### Metal 1, run 1

Bar = 50 microns. Cells faint in the background.
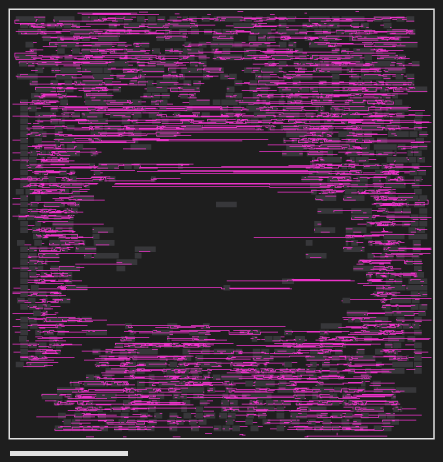
### Close-up of the layout, run 1

Bar = 5 microns. Window x 125 to 145, y 126 to 146 microns. Cells in gray, sequential cells in the stronger gray; small squares are vias.
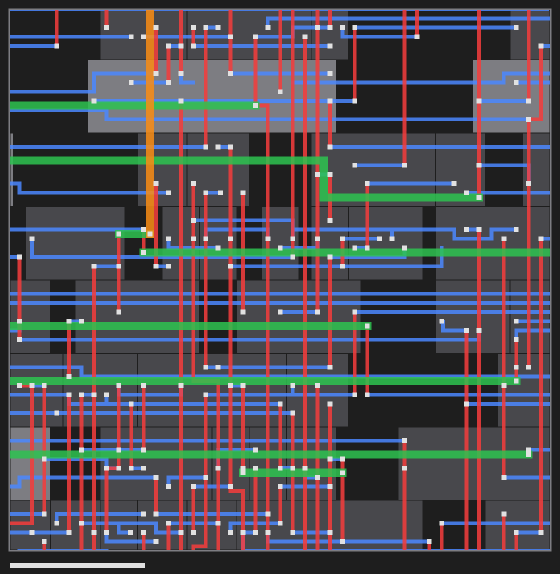
### Routing congestion map, run 1

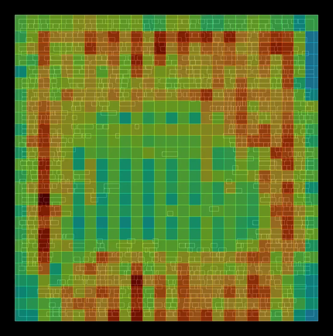
===== config.mk =====
export PLATFORM = sky130hd
export DESIGN_NAME = mult32x32_arbiter_flat
export DESIGN_NICKNAME = d
export VERILOG_FILES = /design/src/rtl/mult32x32_arb_pkg.sv /design/src/rtl/mult32x32_arbiter_if.sv /design/src/rtl/mult32x32_arbiter_rr_pick.sv /design/src/rtl/mult32x32_arbiter.sv /design/src/flat_wrapper.sv
export SDC_FILE = /design/constraint.sdc
export NUM_CORES = 1
export LEC_CHECK = 0
export ABC_AREA = 0
export CAP_MARGIN = 40
export CORE_AREA = 2 2 178 180
export CTS_BUF_LIST = sky130_fd_sc_hd__clkbuf_16
export DETAILED_ROUTE_END_ITERATION = 12
export DIE_AREA = 0 0 180 182
export GPL_TIMING_DRIVEN = 0
export PLACE_DENSITY = 0.61
export REMOVE_ABC_BUFFERS = 1
export SKIP_CTS_REPAIR_TIMING = 1
export SLEW_MARGIN = 5
export SYNTH_ARGS = -nofsm -noshare
export SYNTH_HDL_FRONTEND = slang
export SYNTH_SLANG_ARGS = --single-unit

===== constraint.sdc =====
create_clock -name clk -period 2.25 [get_ports clk]
set_input_delay 0.225 -clock clk [delete_from_list [all_inputs] [get_ports clk]]
set_output_delay 0.225 -clock clk [all_outputs]
set_load 0.05 [all_outputs]

===== src/rtl/mult32x32_arb_pkg.sv =====
// Shared types and default sizing for the mult32x32 round-robin arbiter.
package mult32x32_arb_pkg;

  localparam int unsigned NumReqDef = 4;
  localparam int unsigned AWDef     = 32;
  localparam int unsigned BWDef     = 32;
  localparam int unsigned IdxWDef   = $clog2(NumReqDef);

  typedef enum logic [2:0] {
    StIdle,
    StStart,
    StWaitHi,
    StWaitLo,
    StResp
  } arb_state_t;

endpackage


===== src/rtl/mult32x32_arbiter_if.sv =====
// Requester and multiplier-side bus of the arbiter; slave = arbiter view.
interface mult32x32_arbiter_if
  import mult32x32_arb_pkg::*;
#(
  parameter int unsigned NUM_REQ = NumReqDef,
  parameter int unsigned A_W     = AWDef,
  parameter int unsigned B_W     = BWDef
) ();
  localparam int unsigned P_W = A_W + B_W;

  logic [NUM_REQ-1:0]     req;
  logic [NUM_REQ*A_W-1:0] req_a;
  logic [NUM_REQ*B_W-1:0] req_b;
  logic [NUM_REQ-1:0]     done;
  logic [P_W-1:0]         rsp_product;
  logic                   arb_busy;
  logic                   mult_start;
  logic [A_W-1:0]         mult_a;
  logic [B_W-1:0]         mult_b;
  logic                   mult_busy;
  logic [P_W-1:0]         mult_product;

  modport slave (
    input  req, req_a, req_b, mult_busy, mult_product,
    output done, rsp_product, arb_busy, mult_start, mult_a, mult_b
  );

  modport master (
    output req, req_a, req_b, mult_busy, mult_product,
    input  done, rsp_product, arb_busy, mult_start, mult_a, mult_b
  );

endinterface


===== src/rtl/mult32x32_arbiter_rr_pick.sv =====
// Combinational round-robin selector: first set request after rr_ptr_i, wrapping.
module mult32x32_arbiter_rr_pick #(
  parameter int unsigned NUM_REQ = 4,
  parameter int unsigned IDX_W   = 2
) (
  input  logic [NUM_REQ-1:0] req_i,
  input  logic [IDX_W-1:0]   rr_ptr_i,
  output logic [IDX_W-1:0]   gnt_idx_o,
  output logic               gnt_valid_o
);

  // Scan from farthest to nearest so the nearest set bit after the pointer wins.
  always_comb begin
    gnt_idx_o   = '0;
    gnt_valid_o = 1'b0;
    for (int unsigned i = NUM_REQ; i > 0; i--) begin
      automatic int unsigned k = (32'(rr_ptr_i) + i) % NUM_REQ;
      if (req_i[IDX_W'(k)]) begin
        gnt_idx_o   = IDX_W'(k);
        gnt_valid_o = 1'b1;
      end
    end
  end

endmodule


===== src/rtl/mult32x32_arbiter.sv =====
// Round-robin sharing of one mult32x32 among NUM_REQ requesters.
// Optional per-requester done counters on op_count_o when MULT_ARB_STATS_EN is defined.
module mult32x32_arbiter
  import mult32x32_arb_pkg::*;
#(
  parameter int unsigned NUM_REQ = NumReqDef,
  parameter int unsigned A_W     = AWDef,
  parameter int unsigned B_W     = BWDef
) (
  input logic                    clk,
  input logic                    reset,
  mult32x32_arbiter_if.slave     bus
`ifdef MULT_ARB_STATS_EN
  ,
  output logic [16*NUM_REQ-1:0]  op_count_o
`endif
);

  localparam int unsigned P_W  = A_W + B_W;
  localparam int unsigned IdxW = $clog2(NUM_REQ);

  arb_state_t      state_q, state_d;
  logic [IdxW-1:0] gnt_q, gnt_d, rr_ptr_q, rr_ptr_d, pick_idx;
  logic            pick_valid;
  logic [A_W-1:0]  a_q, a_d;
  logic [B_W-1:0]  b_q, b_d;
  logic [P_W-1:0]  prod_q, prod_d;
  logic            abort_q, abort_d;
  logic            lost;

  mult32x32_arbiter_rr_pick #(
    .NUM_REQ (NUM_REQ),
    .IDX_W   (IdxW)
  ) u_rr_pick (
    .req_i       (bus.req),
    .rr_ptr_i    (rr_ptr_q),
    .gnt_idx_o   (pick_idx),
    .gnt_valid_o (pick_valid)
  );

  // Requester withdrew before its result: finish the op but stay silent.
  assign lost = abort_q | ~bus.req[gnt_q];

  always_ff @(posedge clk or negedge reset) begin
    if (!reset) state_q <= StIdle;
    else        state_q <= state_d;
  end

  always_ff @(posedge clk or negedge reset) begin
    if (!reset) begin
      gnt_q    <= '0;
      rr_ptr_q <= IdxW'(NUM_REQ - 1);
      a_q      <= '0;
      b_q      <= '0;
      prod_q   <= '0;
      abort_q  <= 1'b0;
    end else begin
      gnt_q    <= gnt_d;
      rr_ptr_q <= rr_ptr_d;
      a_q      <= a_d;
      b_q      <= b_d;
      prod_q   <= prod_d;
      abort_q  <= abort_d;
    end
  end

  always_comb begin
    state_d  = state_q;
    gnt_d    = gnt_q;
    rr_ptr_d = rr_ptr_q;
    a_d      = a_q;
    b_d      = b_q;
    prod_d   = prod_q;
    abort_d  = abort_q;
    unique case (state_q)
      StIdle: begin
        if (pick_valid) begin
          gnt_d    = pick_idx;
          rr_ptr_d = pick_idx;
          a_d      = bus.req_a[pick_idx*A_W +: A_W];
          b_d      = bus.req_b[pick_idx*B_W +: B_W];
          abort_d  = 1'b0;
          state_d  = StStart;
        end
      end
      StStart: begin
        abort_d = lost;
        state_d = StWaitHi;
      end
      StWaitHi: begin
        abort_d = lost;
        if (bus.mult_busy) state_d = StWaitLo;
      end
      StWaitLo: begin
        abort_d = lost;
        if (!bus.mult_busy) begin
          prod_d  = lost ? '0 : bus.mult_product;
          state_d = StResp;
        end
      end
      StResp:  state_d = StIdle;
      default: state_d = StIdle;
    endcase
  end

  always_comb begin
    bus.done       = '0;
    bus.arb_busy   = (state_q != StIdle);
    bus.mult_start = (state_q == StStart);
    if (state_q == StResp && !abort_q) bus.done[gnt_q] = 1'b1;
  end

  assign bus.mult_a      = a_q;
  assign bus.mult_b      = b_q;
  assign bus.rsp_product = prod_q;

`ifdef MULT_ARB_STATS_EN
  for (genvar i = 0; i < NUM_REQ; i++) begin : g_stats
    logic [15:0] cnt_q;
    always_ff @(posedge clk or negedge reset) begin
      if (!reset)           cnt_q <= '0;
      else if (bus.done[i]) cnt_q <= cnt_q + 16'd1;
    end
    assign op_count_o[16*i +: 16] = cnt_q;
  end
`endif

endmodule

===== src/flat_wrapper.sv =====
// flat-port wrapper written by rule: the top's interface ports become plain ports
module mult32x32_arbiter_flat import mult32x32_arb_pkg::*;
#(
  parameter int unsigned NUM_REQ = NumReqDef,
  parameter int unsigned A_W     = AWDef,
  parameter int unsigned B_W     = BWDef
)
  (clk, reset, bus_req, bus_req_a, bus_req_b, bus_mult_busy, bus_mult_product, bus_done, bus_rsp_product, bus_arb_busy, bus_mult_start, bus_mult_a, bus_mult_b);
  mult32x32_arbiter_if #(.NUM_REQ(NUM_REQ), .A_W(A_W), .B_W(B_W)) bus_i ();
  input logic clk;
  input logic reset;
  input wire logic [$bits(bus_i.req)-1:0] bus_req;
  input wire logic [$bits(bus_i.req_a)-1:0] bus_req_a;
  input wire logic [$bits(bus_i.req_b)-1:0] bus_req_b;
  input wire logic [$bits(bus_i.mult_busy)-1:0] bus_mult_busy;
  input wire logic [$bits(bus_i.mult_product)-1:0] bus_mult_product;
  output wire logic [$bits(bus_i.done)-1:0] bus_done;
  output wire logic [$bits(bus_i.rsp_product)-1:0] bus_rsp_product;
  output wire logic [$bits(bus_i.arb_busy)-1:0] bus_arb_busy;
  output wire logic [$bits(bus_i.mult_start)-1:0] bus_mult_start;
  output wire logic [$bits(bus_i.mult_a)-1:0] bus_mult_a;
  output wire logic [$bits(bus_i.mult_b)-1:0] bus_mult_b;
  assign bus_i.req = bus_req;
  assign bus_i.req_a = bus_req_a;
  assign bus_i.req_b = bus_req_b;
  assign bus_i.mult_busy = bus_mult_busy;
  assign bus_i.mult_product = bus_mult_product;
  assign bus_done = bus_i.done;
  assign bus_rsp_product = bus_i.rsp_product;
  assign bus_arb_busy = bus_i.arb_busy;
  assign bus_mult_start = bus_i.mult_start;
  assign bus_mult_a = bus_i.mult_a;
  assign bus_mult_b = bus_i.mult_b;
  mult32x32_arbiter #(.NUM_REQ(NUM_REQ), .A_W(A_W), .B_W(B_W)) u_core (.clk(clk), .reset(reset), .bus(bus_i));
endmodule

==> flow_metrics.tcl, run 1 <==
# place-and-route summary
set metrics [dict create \
    status "completed" \
    num_io_pins 461 \
    dp_cells 1520 \
    grt_overflow 0 \
    powerClk_uw 2980 \
    largestClassByArea "non-clock buffers" \
    area_leaders "dfrtp_1, mux2i_1, a211o_1" \
    m1WireLength_microns 15800 \
    ir_worst_vdd_v 0.000584 \
    final_cell_count_no_fill 1596 \
    die_area_sq_mm 0.0328 \
    syn-cell-area_sq_mm 0.00761 \
    total_power_uw 20700 \
    cts_buffers 17 \
    vias_per_cell 5.18 \
    clkCellAreaFrac 0.0427 \
    top_cells_by_count "dfrtp_1, nand2_1" \
    largest_reg_flops 64 \
    gp_congestion 0.765 \
    comb_cells 503 \
    seq-power_uw 4510 \
    routed.top_layer "met4" \
    internal_power_uw 10500 \
    clock_path_buffers 2 \
    nClkBuffers 17 \
    antenna_cells 0 \
    n_all_buffers 523 \
    synth_top_cell_by_count "dfrtp_1" \
    adder_share 0 \
    busiest_layer "met2" \
    io_buffer_count 460 \
    fp-utilization 0.246 \
    r2r-start "u_core.rr_ptr_q[0]" \
    die_x_microns 180 \
    insertion_delay_ps 420 \
    regArea_sq_mm 0.00341 \
    dominantRegCellSynth "dfrtp_1" \
    criticalPathCategory "register to register" \
    swShare 0.493 \
    hold_ws_ps 288 \
    non_clock_inverter_count 1 \
    postSynthSeqShare 0.448 \
    compound_area_frac 0.303 \
    layout-drive-gt1-share 0.132 \
    hpwl_microns 24800 \
    nNetsFinal 1509 \
    nonClkBufAreaFrac 0.389 \
    power_leader "combinational cells" \
    antenna_found_initial 1 \
    syn_to_final_growth_pct 84.4 \
    flops 136 \
    firstDrtPassIters 5 \
    hold_violations 0 \
    dpl_cell_area_sq_mm 0.0128 \
    synth_top_area_share 0.441 \
    remaining_drc_errors 0 \
    fin_crit_ps 2220 \
    synth_cell_type_count 39 \
]
## Picture notes: 'Metal 1'
wire length on this layer = 15800 microns
share of all routed wire = 42%
Post-Route WL: 37600 microns
routed vias: 8269

## Picture notes: 'Close-up of the layout'
M1 -> blue
M2 -> red
M3 -> green
M4 -> orange
most frequent = nor2_1 (5), nand2_1 (3), dlymetal6s2s_1 (3)
netlist names of flops here include = u_core.bus.rsp_product (1)
sequential cells in the window = 1
cells with their middle in the window = 36

## Picture notes: 'Routing congestion map'
fin util: 0.453
Total GRT Usage: 0.202
GR Util met1: 0.261
post-DR wirelength/cell: 23.5 microns
GR met2 Demand/Resource: 0.339

### Routed metal, one color a layer, run 1

Bar = 50 microns. Two of the layers only.
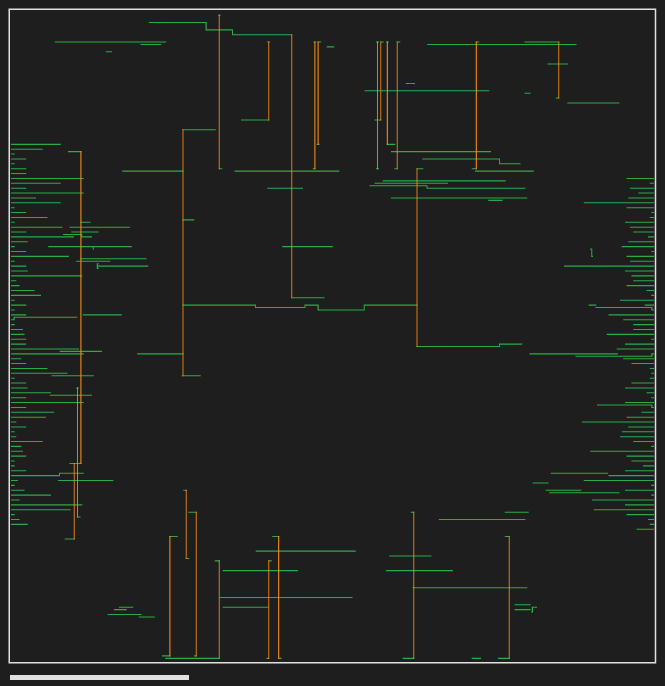

==> run 2: changes to the inputs <==
--- a/config.mk
+++ b/config.mk
@@ -14,6 +14,7 @@
 export GPL_TIMING_DRIVEN = 0
 export PLACE_DENSITY = 0.61
 export REMOVE_ABC_BUFFERS = 1
+export SETUP_SLACK_MARGIN = 0.05
 export SKIP_CTS_REPAIR_TIMING = 1
 export SLEW_MARGIN = 5
 export SYNTH_ARGS = -nofsm -noshare
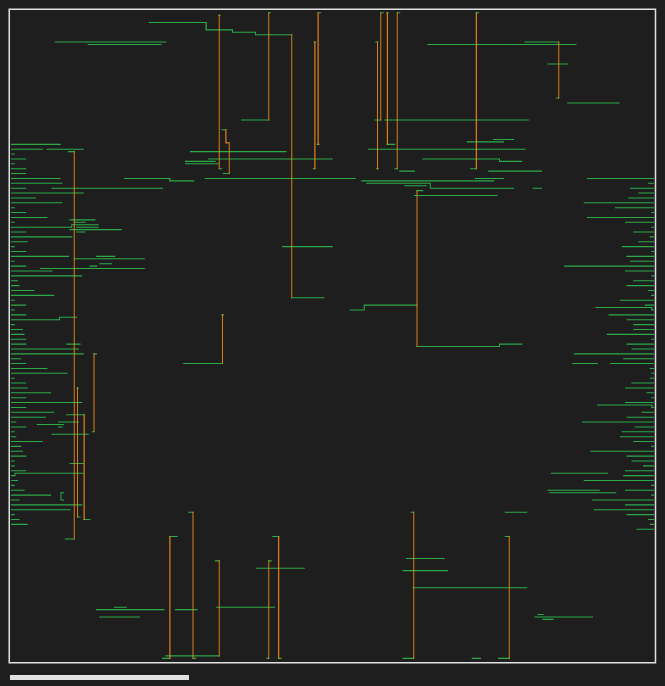
*Routed metal, one color a layer, run 2*
Bar = 50 microns. Two of the layers only.
M3 -> green  # wire length 2180 microns
M4 -> orange  # wire length 926 microns
routed vias: 8397
post-DR wirelength/cell: 23.2 microns
Post-Route WL: 37500 microns

==> run 2 against run 1 <==
  * The flow now finishes with violations (setup timing)
  * Sequential share of layout area down 0.61 points
  * Critical endpoint unchanged
  * Critical path depth unchanged
  * Clock skew up 3.6 ps
  * Sequential power about the same
  * Core utilization up 1.2 points
  * Fmax down 1.4%
  * Cell area up 2.6%
  * Clock power about the same
  * Synthesized area unchanged
  * Non-clock buffer count up 23
  * Via count up 1.5%
  * Power up 2.6%
==> flow_metrics.tcl, run 2 <==
# place-and-route summary
set metrics [dict create \
    status "complete, but fails checks" \
    violations "setup timing" \
    synth_top_cell_by_count "dfrtp_1" \
    adder_share 0 \
    remaining_drc_errors 0 \
    total_power_uw 21200 \
    area_leaders "dfrtp_1, mux2i_1, a211o_1" \
    routed.top_layer "met4" \
    criticalPathCategory "register to register" \
    clock_path_buffers 2 \
    vias_per_cell 5.19 \
    num_io_pins 461 \
    r2r-start "u_core.rr_ptr_q[0]" \
    postSynthSeqShare 0.448 \
    path_buffers 3 \
    syn-cell-area_sq_mm 0.00761 \
    busiest_layer "met2" \
    nonClkBufAreaFrac 0.396 \
    swShare 0.486 \
    top_cells_by_count "dfrtp_1, nand2_1" \
    final_cell_count_no_fill 1618 \
    grtUsageMet2 0.339 \
    synth_cell_type_count 39 \
    syn_to_final_growth_pct 89.2 \
    hold_ws_ps 294 \
    compound_area_frac 0.303 \
    cts_buffers 17 \
    power_leader "combinational cells" \
    layout-drive-gt1-share 0.159 \
    setup_viol 1 \
    nClkBuffers 17 \
    nNetsFinal 1531 \
    ir_worst_vdd_v 0.000613 \
    largest_reg_flops 64 \
    comb_cells 502 \
    io_buffer_count 460 \
    internal_power_uw 10900 \
    hold_violations 0 \
    largestClassByArea "non-clock buffers" \
    die_area_sq_mm 0.0328 \
    track_usage 0.202 \
    powerClk_uw 2960 \
    n_all_buffers 546 \
    dpl_cell_area_sq_mm 0.0128 \
    setup_slack_ps -0.447 \
    seq-power_uw 4520 \
    antenna_found_initial 1 \
    fp-utilization 0.246 \
    clkCellAreaFrac 0.0416 \
    grtUsageMet1 0.261 \
    insertion_delay_ps 420 \
    firstDrtPassIters 4 \
    flops 136 \
    final_util 0.464 \
]
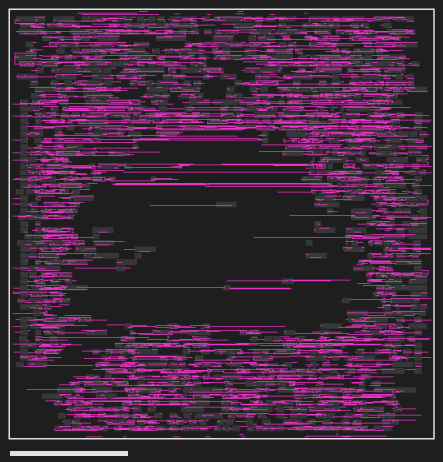
*Metal 1, run 2*
Bar = 50 microns. Cells faint in the background.
share of all routed wire = 42%
wire length on this layer = 15900 microns
nets with wire on the layer = 1350
main direction = horizontal
longest straight run = 80.0 microns

No activity file was given, so power comes from the tool's default toggle rates.
